### The metal 2 layer

(4 px per µm)
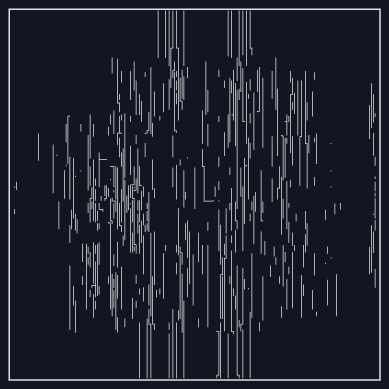
### Cell outlines without signal wires

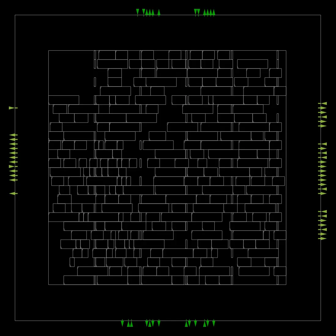
### Wiring by layer

(3 px per µm) Only two layers are drawn.
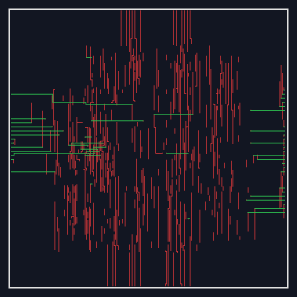
--- src/rtl/iq_link_pkg.sv ---
// Shared types for the 2x-rate I/Q time-multiplexed link.
// Used by both the interleaver and the deinterleaver.
package iq_link_pkg;

  localparam int unsigned IqDataW = 16;

  typedef logic signed [IqDataW-1:0] sample_t;

  typedef enum logic [0:0] {
    HUNT,
    GOT_RE
  } iq_rx_state_e;

endpackage

--- src/rtl/iq_lock_mon.sv ---
// Pair-alignment lock tracker and saturating protocol-error counter.
module iq_lock_mon #(
  parameter int unsigned LOCK_PAIRS = 4,
  parameter int unsigned ERR_CNT_W  = 8
) (
  input  logic                 clk_i,
  input  logic                 rst_ni,
  input  logic                 pair_ok_i,
  input  logic                 err_i,
  output logic                 locked_o,
  output logic [ERR_CNT_W-1:0] err_cnt_o
);

  localparam int unsigned LockW = $clog2(LOCK_PAIRS + 1);
  localparam logic [LockW-1:0] LockMax = LockW'(LOCK_PAIRS);

  logic [LockW-1:0]     cnt_d, cnt_q;
  logic [ERR_CNT_W-1:0] err_cnt_d, err_cnt_q;
  logic                 locked_q;

  always_comb begin
    cnt_d     = cnt_q;
    err_cnt_d = err_cnt_q;
    // An error and a completed pair are mutually exclusive, so error wins trivially.
    if (err_i) begin
      cnt_d = '0;
    end else if (pair_ok_i && (cnt_q != LockMax)) begin
      cnt_d = cnt_q + 1'b1;
    end
    if (err_i && (err_cnt_q != '1)) begin
      err_cnt_d = err_cnt_q + 1'b1;
    end
  end

  always_ff @(posedge clk_i or negedge rst_ni) begin
    if (!rst_ni) begin
      cnt_q     <= '0;
      err_cnt_q <= '0;
      locked_q  <= 1'b0;
    end else begin
      cnt_q     <= cnt_d;
      err_cnt_q <= err_cnt_d;
      locked_q  <= (cnt_d == LockMax);
    end
  end

  assign locked_o  = locked_q;
  assign err_cnt_o = err_cnt_q;

endmodule

--- src/rtl/iq_deinterleave.sv ---
// Rebuilds parallel re/im pairs from the single-lane 2x-rate I/Q stream,
// tracking alignment, lock and protocol errors.
module iq_deinterleave
  import iq_link_pkg::*;
#(
  parameter int unsigned DATA_W     = IqDataW,
  parameter int unsigned LOCK_PAIRS = 4,
  parameter int unsigned ERR_CNT_W  = 8
) (
  input  logic                 clk_i,
  input  logic                 rst_ni,
  input  logic [DATA_W-1:0]    data_i,
  input  logic                 re_p_im_i,
  input  logic                 valid_i,
  output logic [DATA_W-1:0]    data_re_o,
  output logic [DATA_W-1:0]    data_im_o,
  output logic                 valid_o,
  output logic                 locked_o,
  output logic                 err_o,
  output logic [ERR_CNT_W-1:0] err_cnt_o
);

  iq_rx_state_e      state_d, state_q;
  logic [DATA_W-1:0] re_hold_d, re_hold_q;
  logic [DATA_W-1:0] data_re_d, data_re_q;
  logic [DATA_W-1:0] data_im_d, data_im_q;
  logic              pair_evt, err_evt;
  logic              valid_q, err_q;

  always_comb begin
    state_d   = state_q;
    re_hold_d = re_hold_q;
    data_re_d = data_re_q;
    data_im_d = data_im_q;
    pair_evt  = 1'b0;
    err_evt   = 1'b0;
    if (valid_i) begin
      unique case (state_q)
        HUNT: begin
          if (re_p_im_i) begin
            re_hold_d = data_i;
            state_d   = GOT_RE;
          end else if (locked_o) begin
            // Stray imaginary half only counts as misalignment once locked.
            err_evt = 1'b1;
          end
        end
        GOT_RE: begin
          if (!re_p_im_i) begin
            data_re_d = re_hold_q;
            data_im_d = data_i;
            pair_evt  = 1'b1;
            state_d   = HUNT;
          end else begin
            err_evt   = 1'b1;
            re_hold_d = data_i;
          end
        end
        default: state_d = HUNT;
      endcase
    end
  end

  always_ff @(posedge clk_i or negedge rst_ni) begin
    if (!rst_ni) begin
      state_q   <= HUNT;
      re_hold_q <= '0;
      data_re_q <= '0;
      data_im_q <= '0;
      valid_q   <= 1'b0;
      err_q     <= 1'b0;
    end else begin
      state_q   <= state_d;
      re_hold_q <= re_hold_d;
      data_re_q <= data_re_d;
      data_im_q <= data_im_d;
      valid_q   <= pair_evt;
      err_q     <= err_evt;
    end
  end

  iq_lock_mon #(
    .LOCK_PAIRS(LOCK_PAIRS),
    .ERR_CNT_W (ERR_CNT_W)
  ) u_lock_mon (
    .clk_i    (clk_i),
    .rst_ni   (rst_ni),
    .pair_ok_i(pair_evt),
    .err_i    (err_evt),
    .locked_o (locked_o),
    .err_cnt_o(err_cnt_o)
  );

  assign data_re_o = data_re_q;
  assign data_im_o = data_im_q;
  assign valid_o   = valid_q;
  assign err_o     = err_q;

endmodule

--- config.mk ---
export PLATFORM = sky130hd
export DESIGN_NAME = iq_deinterleave
export DESIGN_NICKNAME = d
export VERILOG_FILES = /design/src/rtl/iq_link_pkg.sv /design/src/rtl/iq_lock_mon.sv /design/src/rtl/iq_deinterleave.sv
export SDC_FILE = /design/constraint.sdc
export NUM_CORES = 1
export LEC_CHECK = 0
export CAP_MARGIN = 20
export CORE_MARGIN = 10
export CORE_UTILIZATION = 49
export CTS_CLUSTER_SIZE = 10
export DETAILED_ROUTE_END_ITERATION = 6
export PLACE_DENSITY = 0.8
export REMOVE_ABC_BUFFERS = 1
export SETUP_SLACK_MARGIN = 0.4
export SKIP_LAST_GASP = 1
export SLEW_MARGIN = 5
export SYNTH_ARGS = -nofsm -noshare
export SYNTH_HDL_FRONTEND = slang
export SYNTH_HIERARCHICAL = 1
export SYNTH_SLANG_ARGS = --single-unit
--- constraint.sdc ---
create_clock -name clk_i -period 2.69 [get_ports clk_i]
set_input_delay 0.538 -clock clk_i [delete_from_list [all_inputs] [get_ports clk_i]]
set_output_delay 0.538 -clock clk_i [all_outputs]
set_load 0.05 [all_outputs]
==> flow_metrics.env <==
# flow metrics
export IMPL_status="completed"
export IMPL_fin_ws_ps=474
export IMPL_ys_sh_simple_pct=6.54
export IMPL_required_ps=2910
export IMPL_critPathMaxStageDelay_ps=480
export IMPL_critPathMaxFanout=5
export IMPL_hpwl_um=3840
export IMPL_grt_pass1_wl_um=8850
export IMPL_synthAoiAreaFrac_pct=3.32
export IMPL_die_w_um=92.3
export IMPL_cp_endpoint="u_lock_mon/err_cnt_o[5]$_DFFE_PN0P_"
export IMPL_cts_root_buffer="clkbuf_8"
export IMPL_setup_violations=0
export IMPL_rows=26
export IMPL_dp_cells=301
export IMPL_synthArstFlopShare_pct=100
export IMPL_holdBufCountCts=0
export IMPL_largestPowerGroup="combinational cells"
export IMPL_ys_warn_count=6
export IMPL_tns_ps=0
export IMPL_antenna_found_initial=0
export IMPL_viasPerCell=5.08
export IMPL_area_growth_syn_to_layout_pct=34.9
export IMPL_synthTopLogicFamily="multiplexers"
export IMPL_p_seq_share_pct=38.9
export IMPL_final_layout_size_suffix_gt1_share_pct=31.5
export IMPL_period_used_pct=82.4
export IMPL_hold_class="input pin to async pin"
export IMPL_h_tree_depth=3
export IMPL_die_area_um2=8520
export IMPL_timing_rr_end="u_lock_mon/err_cnt_o[5]$_DFFE_PN0P_"
export IMPL_grt_max_degree=33
export IMPL_start_kind="input pin"
export IMPL_crit_type="input pin to register"
export IMPL_fp_util_pct=50.5
export IMPL_core_area_um2=5070
export IMPL_dp_worst_setup_slack_ps=67.1
export IMPL_finClkSkew_ps=6.29
export IMPL_remaining_drc_errors=0
export IMPL_area_leaders="dfrtp_1, mux2_2, clkbuf_8"
export IMPL_avgSynthCellArea_um2=15.1
export IMPL_netlist_area_um2=2560
export IMPL_drt_pass1_iterations=4
export IMPL_cts_made_buffers=9
Back to the opening pictures, 'The metal 2 layer':
nets with wire on the layer: 249
wire length on this layer: 2480 µm
main direction: vertical
share of all routed wire: 47%
longest straight run: 29.6 µm
via count: 1631
grt met2 use: 19.5%
Routed WL: 5280 µm

Back to the opening pictures, 'Cell outlines without signal wires':
Final Util: 68.2%
Seq Cell Count: 63
# fillers: 377

Back to the opening pictures, 'Wiring by layer':
[red] met2 | wire length: 2480 µm
[green] met3 | wire length: 364 µm
Tot GR Track Use: 13.0%
routed len/inst: 16.4 µm

[critical path: cells and delay by family]
| kind | cells | cell delay (ps) |
|---|---|---|
| buffers and inverters | 2 | 630 |
| AND/OR/NAND/NOR | 3 | 770 |
| multiplexers | 1 | 340 |
| AND-OR/OR-AND | 1 | 160 |
[area by class of cell]
cell class | count | share of cell area (%)
Sequential cell | 63 | 45.6
Multi-Input combinational cell | 97 | 26.3
Timing Repair Buffer | 70 | 20.0
Clock buffer | 12 | 4.48
Tap cell | 70 | 2.53
Clock inverter | 4 | 0.579
Inverter | 5 | 0.542
[per-layer routing]
layer | vias to the layer above | global-route usage (%)
met5 | - | 0
met4 | 0 | 6.56
met3 | 6 | 4.84
met2 | 58 | 19.5
met1 | 811 | 16.2
li1 | 756 | -
[state kept, by name, indices dropped and copies added (netlist names)]
| register | count |
|---|---|
| data_im_o | 16 |
| data_re_o | 16 |
| err_o | 1 |
| re_hold_q | 16 |
| state_q | 1 |
| u_lock_mon/cnt_q | 3 |
| u_lock_mon/err_cnt_o | 8 |
| u_lock_mon/locked_o | 1 |
| valid_o | 1 |
[metrics by stage]
| stage | cell area, µm² | hold WS [ps] |
|---|---|---|
| after floorplan | 2500 | 242 |
| after CTS | 3420 | 156 |
| after detailed placement | 3250 | 490 |
| after global placement | 3250 | 480 |
| final | 3460 | 156 |
| after global routing | 3460 | 185 |
[cell usage in the layout, fill, tap and decap left out, drive strengths merged, types with 4 or more instances in the layout]
cell / instances
inv: 5
dfrtp: 63
clkinv: 4
nand2: 5
mux2: 50
nor2: 6
clkdlybuf4s50: 59
clkbuf: 12
buf: 9
[timing repair]
item,4_1_cts,5_1_grt
gates resized,0,2
buffers inserted,0,4
setup endpoints to repair,0,3
